==> src/rtl/shared_reg_arbiter_if.sv <==
// Bus between NREQ writers and the shared-register arbiter.
// Requesters drive req/lock/wdata. The arbiter returns grant, ack, register contents and owner.
interface shared_reg_arbiter_if #(
    parameter int unsigned N    = 64,
    parameter int unsigned NREQ = 4
);
    localparam int unsigned OW = $clog2(NREQ);

    logic [NREQ-1:0]   req;
    logic [NREQ-1:0]   lock;
    logic [NREQ*N-1:0] wdata;
    logic [NREQ-1:0]   gnt;
    logic [NREQ-1:0]   ack;
    logic [N-1:0]      q;
    logic [OW-1:0]     owner;
    logic              busy;

    modport master (output req, lock, wdata, input gnt, ack, q, owner, busy);
    modport slave  (input req, lock, wdata, output gnt, ack, q, owner, busy);
endinterface

==> src/rtl/shared_reg_arbiter.sv <==
// Round-robin arbiter and write sequencer that owns a shared N-bit register.
// Lock lets one owner make a bounded run of consecutive writes.
module shared_reg_arbiter #(
    parameter int unsigned N        = 64,
    parameter int unsigned NREQ     = 4,
    parameter int unsigned MAX_HOLD = 8
) (
    input  logic               clk,
    input  logic               reset,
    shared_reg_arbiter_if.slave bus
);
    localparam int unsigned OW = $clog2(NREQ);
    localparam int unsigned HW = (MAX_HOLD > 1) ? $clog2(MAX_HOLD) : 1;

    typedef enum logic {S_IDLE, S_OWN} state_t;

    state_t          r_state, w_state_nxt;
    logic [OW-1:0]   r_owner, w_owner_nxt;
    logic [OW-1:0]   r_rr_ptr, w_rr_ptr_nxt;
    logic [HW-1:0]   r_hold_cnt, w_hold_cnt_nxt;
    logic [N-1:0]    r_q, w_q_nxt;
    logic [NREQ-1:0] r_ack, w_ack_nxt;
    logic [NREQ-1:0] w_gnt;
    logic [OW-1:0]   w_ptr_rel;
    logic            w_own_req;
    logic            w_keep;

    function automatic logic [OW-1:0] f_pick(input logic [NREQ-1:0] req,
                                             input logic [OW-1:0]   ptr);
        logic [OW-1:0] win;
        logic          found;
        int unsigned   idx;
        win   = '0;
        found = 1'b0;
        for (int unsigned k = 0; k < NREQ; k++) begin
            idx = (32'(ptr) + k) % NREQ;
            if (!found && req[idx]) begin
                found = 1'b1;
                win   = OW'(idx);
            end
        end
        return win;
    endfunction

    always_ff @(posedge clk or posedge reset) begin
        if (reset) begin
            r_state    <= S_IDLE;
            r_owner    <= '0;
            r_rr_ptr   <= '0;
            r_hold_cnt <= '0;
            r_q        <= '0;
            r_ack      <= '0;
        end else begin
            r_state    <= w_state_nxt;
            r_owner    <= w_owner_nxt;
            r_rr_ptr   <= w_rr_ptr_nxt;
            r_hold_cnt <= w_hold_cnt_nxt;
            r_q        <= w_q_nxt;
            r_ack      <= w_ack_nxt;
        end
    end

    assign w_ptr_rel = (r_owner == OW'(NREQ - 1)) ? '0 : r_owner + 1'b1;
    assign w_own_req = bus.req[r_owner];
    assign w_keep    = w_own_req && bus.lock[r_owner] && (r_hold_cnt < HW'(MAX_HOLD - 1));

    always_comb begin
        w_state_nxt    = r_state;
        w_owner_nxt    = r_owner;
        w_rr_ptr_nxt   = r_rr_ptr;
        w_hold_cnt_nxt = r_hold_cnt;
        w_q_nxt        = r_q;
        w_ack_nxt      = '0;
        w_gnt          = '0;
        unique case (r_state)
            S_IDLE: begin
                if (|bus.req) begin
                    w_state_nxt    = S_OWN;
                    w_owner_nxt    = f_pick(bus.req, r_rr_ptr);
                    w_hold_cnt_nxt = '0;
                end
            end
            S_OWN: begin
                w_gnt[r_owner] = 1'b1;
                if (w_own_req) begin
                    w_q_nxt            = bus.wdata[32'(r_owner)*N +: N];
                    w_ack_nxt[r_owner] = 1'b1;
                end
                if (w_keep) begin
                    w_hold_cnt_nxt = r_hold_cnt + 1'b1;
                end else begin
                    // Re-arbitrate against the advanced pointer in the same edge, so there is no idle bubble.
                    w_rr_ptr_nxt   = w_ptr_rel;
                    w_hold_cnt_nxt = '0;
                    if (|bus.req) begin
                        w_owner_nxt = f_pick(bus.req, w_ptr_rel);
                    end else begin
                        w_state_nxt = S_IDLE;
                    end
                end
            end
            default: w_state_nxt = S_IDLE;
        endcase
    end

    assign bus.gnt   = w_gnt;
    assign bus.ack   = r_ack;
    assign bus.q     = r_q;
    assign bus.owner = r_owner;
    assign bus.busy  = (r_state == S_OWN);
endmodule
==> src/flat_wrapper.sv <==
// flat-port wrapper written by rule: the top's interface ports become plain ports
module shared_reg_arbiter_flat 
#(
    parameter int unsigned N        = 64,
    parameter int unsigned NREQ     = 4,
    parameter int unsigned MAX_HOLD = 8
)
  (clk, reset, bus_req, bus_lock, bus_wdata, bus_gnt, bus_ack, bus_q, bus_owner, bus_busy);
  shared_reg_arbiter_if #(.N(N), .NREQ(NREQ)) bus_i ();
  input  logic clk;
  input  logic reset;
  input wire logic [$bits(bus_i.req)-1:0] bus_req;
  input wire logic [$bits(bus_i.lock)-1:0] bus_lock;
  input wire logic [$bits(bus_i.wdata)-1:0] bus_wdata;
  output wire logic [$bits(bus_i.gnt)-1:0] bus_gnt;
  output wire logic [$bits(bus_i.ack)-1:0] bus_ack;
  output wire logic [$bits(bus_i.q)-1:0] bus_q;
  output wire logic [$bits(bus_i.owner)-1:0] bus_owner;
  output wire logic [$bits(bus_i.busy)-1:0] bus_busy;
  assign bus_i.req = bus_req;
  assign bus_i.lock = bus_lock;
  assign bus_i.wdata = bus_wdata;
  assign bus_gnt = bus_i.gnt;
  assign bus_ack = bus_i.ack;
  assign bus_q = bus_i.q;
  assign bus_owner = bus_i.owner;
  assign bus_busy = bus_i.busy;
  shared_reg_arbiter #(.N(N), .NREQ(NREQ), .MAX_HOLD(MAX_HOLD)) u_core (.clk(clk), .reset(reset), .bus(bus_i));
endmodule
==> config.mk <==
export PLATFORM = sky130hd
export DESIGN_NAME = shared_reg_arbiter_flat
export DESIGN_NICKNAME = d
export VERILOG_FILES = /design/src/rtl/shared_reg_arbiter_if.sv /design/src/rtl/shared_reg_arbiter.sv /design/src/flat_wrapper.sv
export SDC_FILE = /design/constraint.sdc
export NUM_CORES = 1
export LEC_CHECK = 0
export CORE_AREA = 3 3 132 134
export CTS_BUF_LIST = sky130_fd_sc_hd__clkbuf_4
export DETAILED_ROUTE_END_ITERATION = 6
export DIE_AREA = 0 0 135 137
export GPL_ROUTABILITY_DRIVEN = 0
export GPL_TIMING_DRIVEN = 0
export PLACE_DENSITY_LB_ADDON = 0.25
export REMOVE_ABC_BUFFERS = 1
export SYNTH_ARGS = -nofsm -noshare
export SYNTH_HDL_FRONTEND = slang
export SYNTH_SLANG_ARGS = --single-unit
==> constraint.sdc <==
create_clock -name clk -period 3.6 [get_ports clk]
set_input_delay 0.72 -clock clk [delete_from_list [all_inputs] [get_ports clk]]
set_output_delay 0.72 -clock clk [all_outputs]
set_load 0.05 [all_outputs]
layer_met3.png
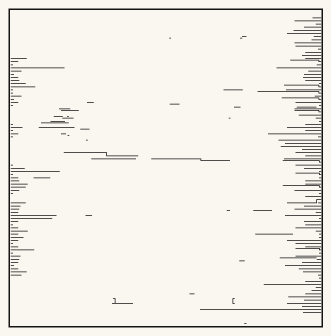
The layer carries 1360 um of wire. 170 nets have wire on it. The longest straight run is 52.2 um.

clocks.png
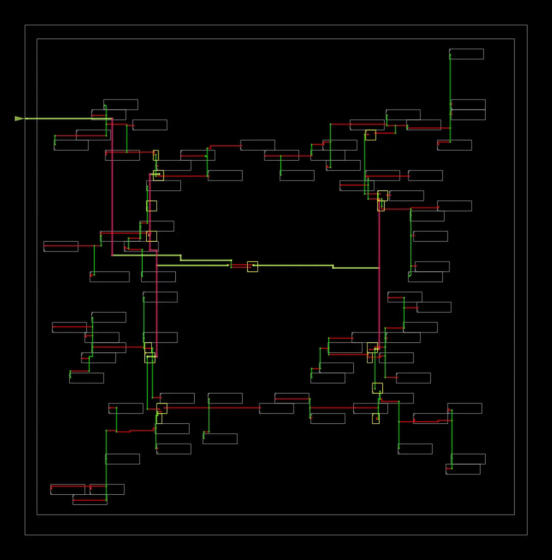
Inserted Clock Buffers: 9
seq_cells: 76
clk_lat worst skew: 420 ps
clk pwr: 424 uW
CTS Sinks: 76

layer_met2.png
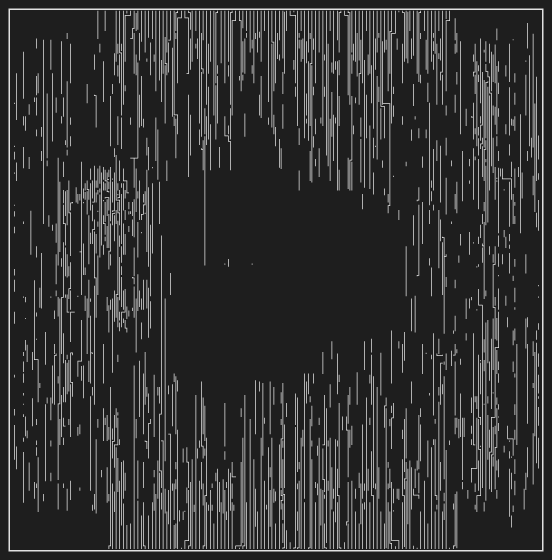
854 nets have wire on it. The longest straight run is 46.6 um.

layer_met4.png
The bar under the picture is 50 um long. Supply wires on this layer in grey.
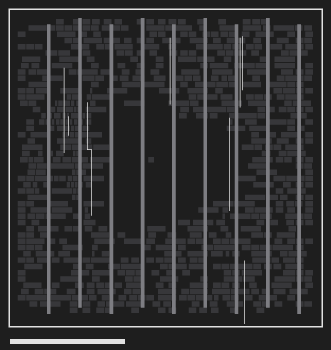
The layer carries 245 um of wire. 7 nets have wire on it.

==> flow_summary.toml <==
# implementation run metrics
[status]
outcome = "finished, final reports clean"

[yosys]
top_cell = "dfrtp_1"
netlist_area_mm2 = 0.00490
avgSynthCellArea_um2 = 15.9
ys_seq_share_pct = 38.8
edf_count = 0
synth_cell_type_count = 38
yosys.area_share.aoi_pct = 3.37
top_cell_area_share_pct = 38.8
netlist_top_cells_area = "dfrtp_1, mux4_2, mux2_4, mux2_2, buf_6"
ys_sh_xor_pct = 0
yosys_cells = 308
yosys.area_share.simple_pct = 3.88
yosysTopAreaCell = "dfrtp_1"
ys_area_mm2 = 0.00490

[min_path]
hold_path_end = "u_core.bus.q[63]$_DFFE_PP0P_"
hold_class = "reg2reg"

[placement]
place_inst = 844
dp_hpwl_um = 13300
pre_cts_ws_ps = 68.0
port_buffers = 340
dpl_cell_area_mm2 = 0.00851

[finish]
dominant_cells = "buffers"
inv_count = 10
comb_cells = 195
regArea_mm2 = 0.00191
buf_share_pct = 40.5
area_growth_pct = 76.0
combGateArea_mm2 = 0.00281
clock_area_share_pct = 1.17
seq_share_pct = 22.1
num-clock-buffers = 9
nets = 907
layout.cells.most_common = "clkdlybuf4s50_1"
fillCellCount = 1370
design_area_mm2 = 0.00863
final_core_util_pct = 52.6
largest_register_ffs = 64
buffers = 344
antennaDiodeCount = 0
stdcell_count = 861

[routing]
num_vias = 4226
drtIter0Drc = 163
wire_per_inst_um = 19.9
ant_nets = 0
finalWirelength_um = 17100

[die]
core_mm2 = 0.0164
io_pins = 341
die_area_mm2 = 0.0185
die_h_um = 137
row_count = 47
core_util_floorplan_pct = 29.9
tap_cells = 220
die_w_um = 135

[sta]
skew_ps = 8.45
setup-violations-final = 0
finalClockPeriodUsage_pct = 94.1
hold_violations = 0
hold_slack_ps = 515
worst_pin_slew_ps = 1140
period_minus_slack_ps = 3390
fin_setup_tns_ps = 0

[job]
drv_cap = 0
warning_count = 28

[global_routing]
gr-usage-all-layers_pct = 17.8
grt_start_max_net_pins = 71

[setup_path]
crit_fanout = 41
cp.depth = 4
crit_start = "u_core.bus.owner[1]$_DFFE_PP0P_"
reg2reg_depth = 6
critical_path_buf_inv_count = 2
crit_family = "buffers and inverters"
r2r_slack_ps = 570
cp_slowest_cell = "clkdlybuf4s50_1"
cpPeakStageDelay_ps = 820
timing.rr.start = "u_core.bus.owner[0]$_DFFE_PP0P_"
critPathKind = "reg2out"
worstPathRequired_ps = 2880
timing.rr.end = "u_core.r_hold_cnt[2]$_DFFE_PP0P_"

[pwr]
swShare_pct = 46.1
p_comb_share_pct = 72.0
seqPwrFrac_pct = 22.3
clock_power_share_pct = 5.7
power_switching_mw = 3.43

[cts]
hold_buffers = 0
ctsResizeCount = 0
root_buffer = "clkbuf_4"
cts_tree = "yes"
cts_max_path_buffers = 2
clk_pin_slew_ps = 120
per-layer routing:
metal / vias to the layer above / wire length, um / track usage, %
met5: - / 0 / 0
met4: 0 / 244 / 5.38
met3: 20 / 1360 / 4.52
met2: 203 / 9340 / 32.4
met1: 2112 / 6180 / 20.6
li1: 1891 / - / -
power groups by stage:
stage          logic, mW  clock network (mW)  registers, mW
2_1_floorplan       2.22                   0           3.20
3_3_place_gp        5.18                   0           1.90
3_5_place_dp        5.33                   0           1.74
4_1_cts             5.45               0.452           1.67
5_1_grt             5.63               0.491           1.73
6_report            5.36               0.424           1.66
what timing repair did:
item,CTS,global route
endpoints found under the hold margin,0,0
buffers inserted,1,0
setup endpoints to repair,3,0
Power and IR drop assume default switching activity.
